Figure 1. Floorplan with the power grid.
Bar = 50 um. Pins as bars on the die edge.
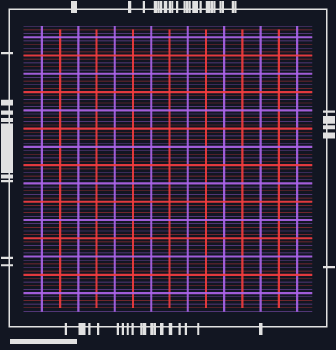
Figure 2. Placed cells, one colour a class.
Fill, decap, tap and diode cells in grey.
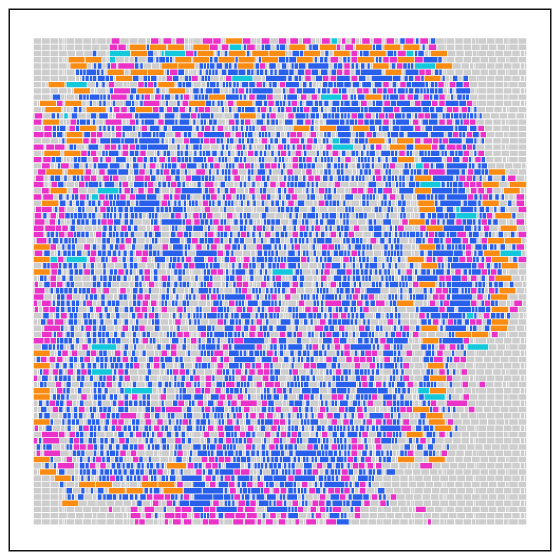
Figure 3. Clock wires, drivers and flops.
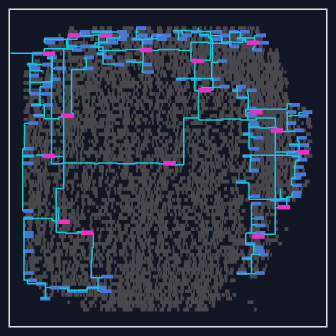
### src/rtl/alu_exec_unit.sv
// ---------------------------------------------------------------------------
// alu_exec_unit
//
// EX-stage ALU. It takes a 4-bit ALUControl code and two operands, and returns
// a registered result plus a Zero/branch flag. One operation is accepted per
// Start while Busy is low. Every code finishes in one clock, except mul
// (code 8). By default mul runs a WIDTH-step shift-add sequence, and Busy is
// held high during it.
//
// Build option:
//   ALU_EXEC_FAST_MUL_EN  When defined, mul is a single-cycle full product
//                         truncated to WIDTH bits. The iterative engine is
//                         removed from the build and Busy is tied low.
//
// Ports:
//   Clk        in   rising-edge clock
//   Reset      in   synchronous, active-high
//   Start      in   request, sampled only while Busy=0
//   ALUControl in   [3:0] operation code
//   A, B       in   [WIDTH-1:0] operands
//   Shamt      in   [4:0] shift amount for sll/srl
//   ALUResult  out  [WIDTH-1:0] registered result, held until the next completion
//   Zero       out  registered zero / branch-taken flag
//   Busy       out  multi-cycle operation in flight
//   Done       out  one-cycle pulse when a result becomes valid
// ---------------------------------------------------------------------------
module alu_exec_unit #(
    parameter int WIDTH = 32
) (
    input  logic             Clk,
    input  logic             Reset,
    input  logic             Start,
    input  logic [3:0]       ALUControl,
    input  logic [WIDTH-1:0] A,
    input  logic [WIDTH-1:0] B,
    input  logic [4:0]       Shamt,
    output logic [WIDTH-1:0] ALUResult,
    output logic             Zero,
    output logic             Busy,
    output logic             Done
);

    localparam logic [3:0] OP_MUL = 4'd8;

    // Single-cycle datapath. Codes 10-14 are branch tests: their verdict goes
    // in Zero and the result stays 0.
    logic [WIDTH-1:0] sc_res;
    logic             sc_zero;

    always_comb begin
        sc_res  = '0;
        sc_zero = 1'b0;
        case (ALUControl)
            4'd0:  sc_res = A + B;
            4'd1:  sc_res = A - B;
            4'd2:  sc_res = A & B;
            4'd3:  sc_res = A | B;
            4'd4:  sc_res = ~(A | B);
            4'd5:  sc_res = A ^ B;
            4'd6:  sc_res = B << Shamt;
            4'd7:  sc_res = B >> Shamt;
`ifdef ALU_EXEC_FAST_MUL_EN
            4'd8:  sc_res = A * B;
`else
            4'd8:  sc_res = '0;      // the iterative engine produces this result
`endif
            4'd9:  sc_res = {{(WIDTH-1){1'b0}}, ($signed(A) < $signed(B))};
            4'd10: sc_zero = ~A[WIDTH-1];
            4'd11: sc_zero = (A != B);
            4'd12: sc_zero = ~A[WIDTH-1] && (A != '0);
            4'd13: sc_zero = A[WIDTH-1] || (A == '0);
            4'd14: sc_zero = A[WIDTH-1];
            default: sc_zero = 1'b1;  // code 15
        endcase
        if (ALUControl <= 4'd9)
            sc_zero = (sc_res == '0);
    end

    logic [WIDTH-1:0] res_q;
    logic             zero_q;
    logic             done_q;

    assign ALUResult = res_q;
    assign Zero      = zero_q;
    assign Done      = done_q;

`ifdef ALU_EXEC_FAST_MUL_EN

    assign Busy = 1'b0;

    always_ff @(posedge Clk) begin
        if (Reset) begin
            res_q  <= '0;
            zero_q <= 1'b0;
            done_q <= 1'b0;
        end else begin
            done_q <= Start;
            if (Start) begin
                res_q  <= sc_res;
                zero_q <= sc_zero;
            end
        end
    end

`else

    localparam int CW = (WIDTH > 1) ? $clog2(WIDTH) : 1;

    typedef enum logic {S_IDLE, S_MUL} state_t;

    state_t           state_q, state_d;
    logic [WIDTH-1:0] res_d;
    logic             zero_d, done_d;
    logic             busy_q, busy_d;
    logic [WIDTH-1:0] mcand_q, mcand_d;
    logic [WIDTH-1:0] mplier_q, mplier_d;
    logic [WIDTH-1:0] acc_q, acc_d;
    logic [CW-1:0]    cnt_q, cnt_d;
    logic [WIDTH-1:0] acc_step;

    assign Busy = busy_q;

    // This step's partial product is folded in before the test for the
    // final step. Because of that, the last edge can publish the completed
    // sum directly.
    assign acc_step = acc_q + (mplier_q[0] ? mcand_q : '0);

    always_comb begin
        state_d  = state_q;
        res_d    = res_q;
        zero_d   = zero_q;
        done_d   = 1'b0;
        busy_d   = busy_q;
        mcand_d  = mcand_q;
        mplier_d = mplier_q;
        acc_d    = acc_q;
        cnt_d    = cnt_q;
        case (state_q)
            S_IDLE: begin
                if (Start) begin
                    if (ALUControl == OP_MUL) begin
                        mcand_d  = A;
                        mplier_d = B;
                        acc_d    = '0;
                        cnt_d    = '0;
                        busy_d   = 1'b1;
                        state_d  = S_MUL;
                    end else begin
                        res_d  = sc_res;
                        zero_d = sc_zero;
                        done_d = 1'b1;
                    end
                end
            end
            S_MUL: begin
                acc_d    = acc_step;
                mcand_d  = mcand_q << 1;
                mplier_d = mplier_q >> 1;
                cnt_d    = cnt_q + 1'b1;
                if (cnt_q == CW'(WIDTH - 1)) begin
                    res_d   = acc_step;
                    zero_d  = (acc_step == '0);
                    done_d  = 1'b1;
                    busy_d  = 1'b0;
                    cnt_d   = '0;
                    state_d = S_IDLE;
                end
            end
            default: state_d = S_IDLE;
        endcase
    end

    always_ff @(posedge Clk) begin
        if (Reset) begin
            state_q  <= S_IDLE;
            res_q    <= '0;
            zero_q   <= 1'b0;
            done_q   <= 1'b0;
            busy_q   <= 1'b0;
            mcand_q  <= '0;
            mplier_q <= '0;
            acc_q    <= '0;
            cnt_q    <= '0;
        end else begin
            state_q  <= state_d;
            res_q    <= res_d;
            zero_q   <= zero_d;
            done_q   <= done_d;
            busy_q   <= busy_d;
            mcand_q  <= mcand_d;
            mplier_q <= mplier_d;
            acc_q    <= acc_d;
            cnt_q    <= cnt_d;
        end
    end

`endif

endmodule

### config.mk
export PLATFORM = sky130hd
export DESIGN_NAME = alu_exec_unit
export DESIGN_NICKNAME = d
export VERILOG_FILES = /design/src/rtl/alu_exec_unit.sv
export SDC_FILE = /design/constraint.sdc
export NUM_CORES = 1
export LEC_CHECK = 0
export ABC_AREA = 1
export CAP_MARGIN = 20
export CORE_MARGIN = 10
export CORE_UTILIZATION = 38
export DETAILED_ROUTE_END_ITERATION = 10
export PLACE_DENSITY = 0.66
export SYNTH_ARGS = -nofsm -noshare
export SYNTH_HDL_FRONTEND = slang
export SYNTH_SLANG_ARGS = --single-unit
### constraint.sdc
create_clock -name Clk -period 2.6 [get_ports Clk]
set_input_delay 0.52 -clock Clk [delete_from_list [all_inputs] [get_ports Clk]]
set_output_delay 0.52 -clock Clk [all_outputs]
set_load 0.02 [all_outputs]
==> flow_summary.yaml <==
# flow metrics
pwr:
  power_density_mw_per_mm2: 320
sta:
  layout_worst_path_cycle_share: 1.21
  hold_violations: 0
  maxSlewViolCount: 0
  tightest_slew_ns: 0.723
  setup_slack_ns: -0.554
  post-route-min-period_ns: 3.15
  finalSetupViolations: 27
  fin_hold_ws_ns: 0.466
status:
  status: "finished with violations"
  violations: "setup timing"
logic_synthesis:
  yosys.area.top_type: "nand2_1"
  synthDistinctLibCells: 49
  synth-async-reset-ratio: 0
  yosysWarnings: 0
  ys_seq_share: 0.156
  edf_count: 0
  synth_nets: 3406
  yosys_cells: 3198
  top_cell_area_share: 0.198
  syn-mean-instance-area_um2: 5.50
worst_setup_path:
  critPathKind: "register to register"
  endpoint: "Zero$_SDFFE_PP0P_"
  cp_cell_sequence: "buf_8, buf_6, nand2_1, inv_2, ha_4, buf_6, nand4_1, nor2_2, nand4_1, nand3_2, nand2_2, o211ai_1, xnor2_1, nand3_1, nor2_1, nand4_1, nand3_1, nand2_1, inv_1"
  rrSetupSlack_ns: -0.55
  critical-path-max-stage-delay_ns: 0.40
run:
  warnings: 92
clocking:
  cts_root_buf: "clkbuf_16"
  cts.sinks: 137
  cts-htree-levels: 4
global_route:
  use_met2: 0.501
  gr-usage-all-layers: 0.317
  grt_max_degree: 64
  grt_first_pass_wirelength_um: 137000
place:
  detailed_place_hpwl_um: 75900
  placed_area_mm2: 0.0246
final_layout:
  fin_cells: 4578
drt:
  drc: 0
  wl_um: 95100
  ant_nets: 0
floorplan:
  rows: 78
  fp_util: 0.386
-- Figure 1 (at the start) --
VSS: drawn in purple. VDD: drawn in red.
79 met1 rails follow the rows. 111 signal pins sit on the boundary.
core area: 0.0456 mm^2
maximum VDD drop: 529 uV
die width: 235 um

-- Figure 2 (at the start) --
registers: drawn in orange, cells 137, share of their area 10%. remaining logic cells: drawn in blue, cells 2914, share of their area 60%. remaining buffers and delay cells: drawn in magenta, cells 894, share of their area 27%. clock drivers and dummy loads: drawn in cyan, cells 32, share of their area 2.1%.

-- Figure 3 (at the start) --
flip-flops: drawn in blue, count 137. clock-net drivers: drawn in magenta, count 17. clock wires: drawn in cyan, length 2380 um.
There are 18 routed clock nets. Position of the flops: all over the die.
worst skew pair latency: 0.49 ns
final setup skew: 0.0132 ns
clock power share: 0.280
clock distribution power: 2.46 mW

## stage by stage
step	TNS [ns]	worst slack, ns	total power [mW]	utilization
after global placement	-33.54	-1.29	5.88	0.540
after global routing	-10.39	-0.659	9.14	0.603
after detailed placement	-34.75	-1.32	5.88	0.540
final	-6.93	-0.554	8.79	0.603
after CTS	-5.04	-0.431	8.54	0.580
after floorplan	0	0.0159	3.93	-
## logic make-up after synthesis
family          count (synthesis)  synth area share
compound gates                468             0.152
buf+inv                       594             0.137
simple gates                 1846             0.450
fa+ha+maj                     132            0.0952
xor+xnor                       21            0.0105
flops                         137             0.156
## where the power goes
group          switching, mW  leakage (nW)  total [mW]  internal, mW
Clock                   1.09         0.277        2.46          1.37
Combinational           2.42          12.6        4.14          1.71
Sequential            0.0381          1.11        2.19          2.15
## final cells by class
cell class,count,area (um^2),share of cell area
Sequential cell,137,2750,0.100
Clock buffer,20,457,0.0166
Timing Repair Buffer,894,7280,0.265
Multi-Input combinational cell,2468,14500,0.526
Tap cell,600,751,0.0273
Inverter,446,1690,0.0613
Antenna cell,1,2.50,0.0000910
Clock inverter,12,116,0.00423
## per-layer routing
layer / part of all wire / vias to the layer above / routed length, um
met4: 0.056 / 0 / 5370
met1: 0.40 / 11800 / 37800
met2: 0.44 / 1402 / 41800
met3: 0.11 / 331 / 10100
met5: 0 / - / 0
li1: - / 12000 / -
## worst reg2reg max path, delay by kind of cell, from the launching register on
kind	cells	cell delay [ns]
compound gates	1	0.12
simple gates	11	1.56
flops	1	0.40
buf+inv	5	0.52
xor+xnor	1	0.22
fa+ha+maj	1	0.30
## placed cells by master (no fill, tap or decap), drive strengths merged, types with 4 or more instances in the layout
cell           instances
nand3                525
nor2                 263
or2                   13
a31oi                 16
nand3b                 6
inv                  446
dlygate4sd2            7
and2                  10
nand4                 54
nor3                  33
dfxtp                137
and3                   4
o22ai                 14
clkdlybuf4s50         53
ha                   129
a21oi                199
clkinv                 8
nor4                   4
o21bai                 5
buf                  786
a22oi                 62
xor2                  14
nand2                934
dlymetal6s2s          32
clkbuf                35
xnor2                  7
o21ai                123
a21o                   5
o211ai                30
## worst min path at each step
| stage | startpoint | slack, ns | end |
|---|---|---|---|
| after global routing | cnt_q[4]$_SDFFE_PP0P_ | 0.48 | cnt_q[4]$_SDFFE_PP0P_ |
| final | mplier_q[1]$_SDFFE_PP0P_ | 0.47 | mplier_q[1]$_SDFFE_PP0P_ |
| after floorplan | cnt_q[3]$_SDFFE_PP0P_ | 0.44 | cnt_q[3]$_SDFFE_PP0P_ |
| after global placement | cnt_q[3]$_SDFFE_PP0P_ | 0.45 | cnt_q[3]$_SDFFE_PP0P_ |
| after CTS | Reset | 0.46 | mcand_q[30]$_SDFFE_PP0P_ |
| after detailed placement | mplier_q[2]$_SDFFE_PP0P_ | 0.46 | mplier_q[2]$_SDFFE_PP0P_ |
## what timing repair did
action	in CTS	in global routing
hold buffers	0	0
pin swaps	58	104
resized	311	318
gates cloned	0	2
endpoints found under the setup margin	53	48
setup buffers	9	17
## state kept, by name, indices dropped and copies added (netlist names)
register	cells
ALUResult	32
acc_q	32
mcand_q	32
mplier_q	32
cnt_q	5
Busy	1
Done	1
Zero	1
state_q	1
Power and IR drop assume default switching activity.
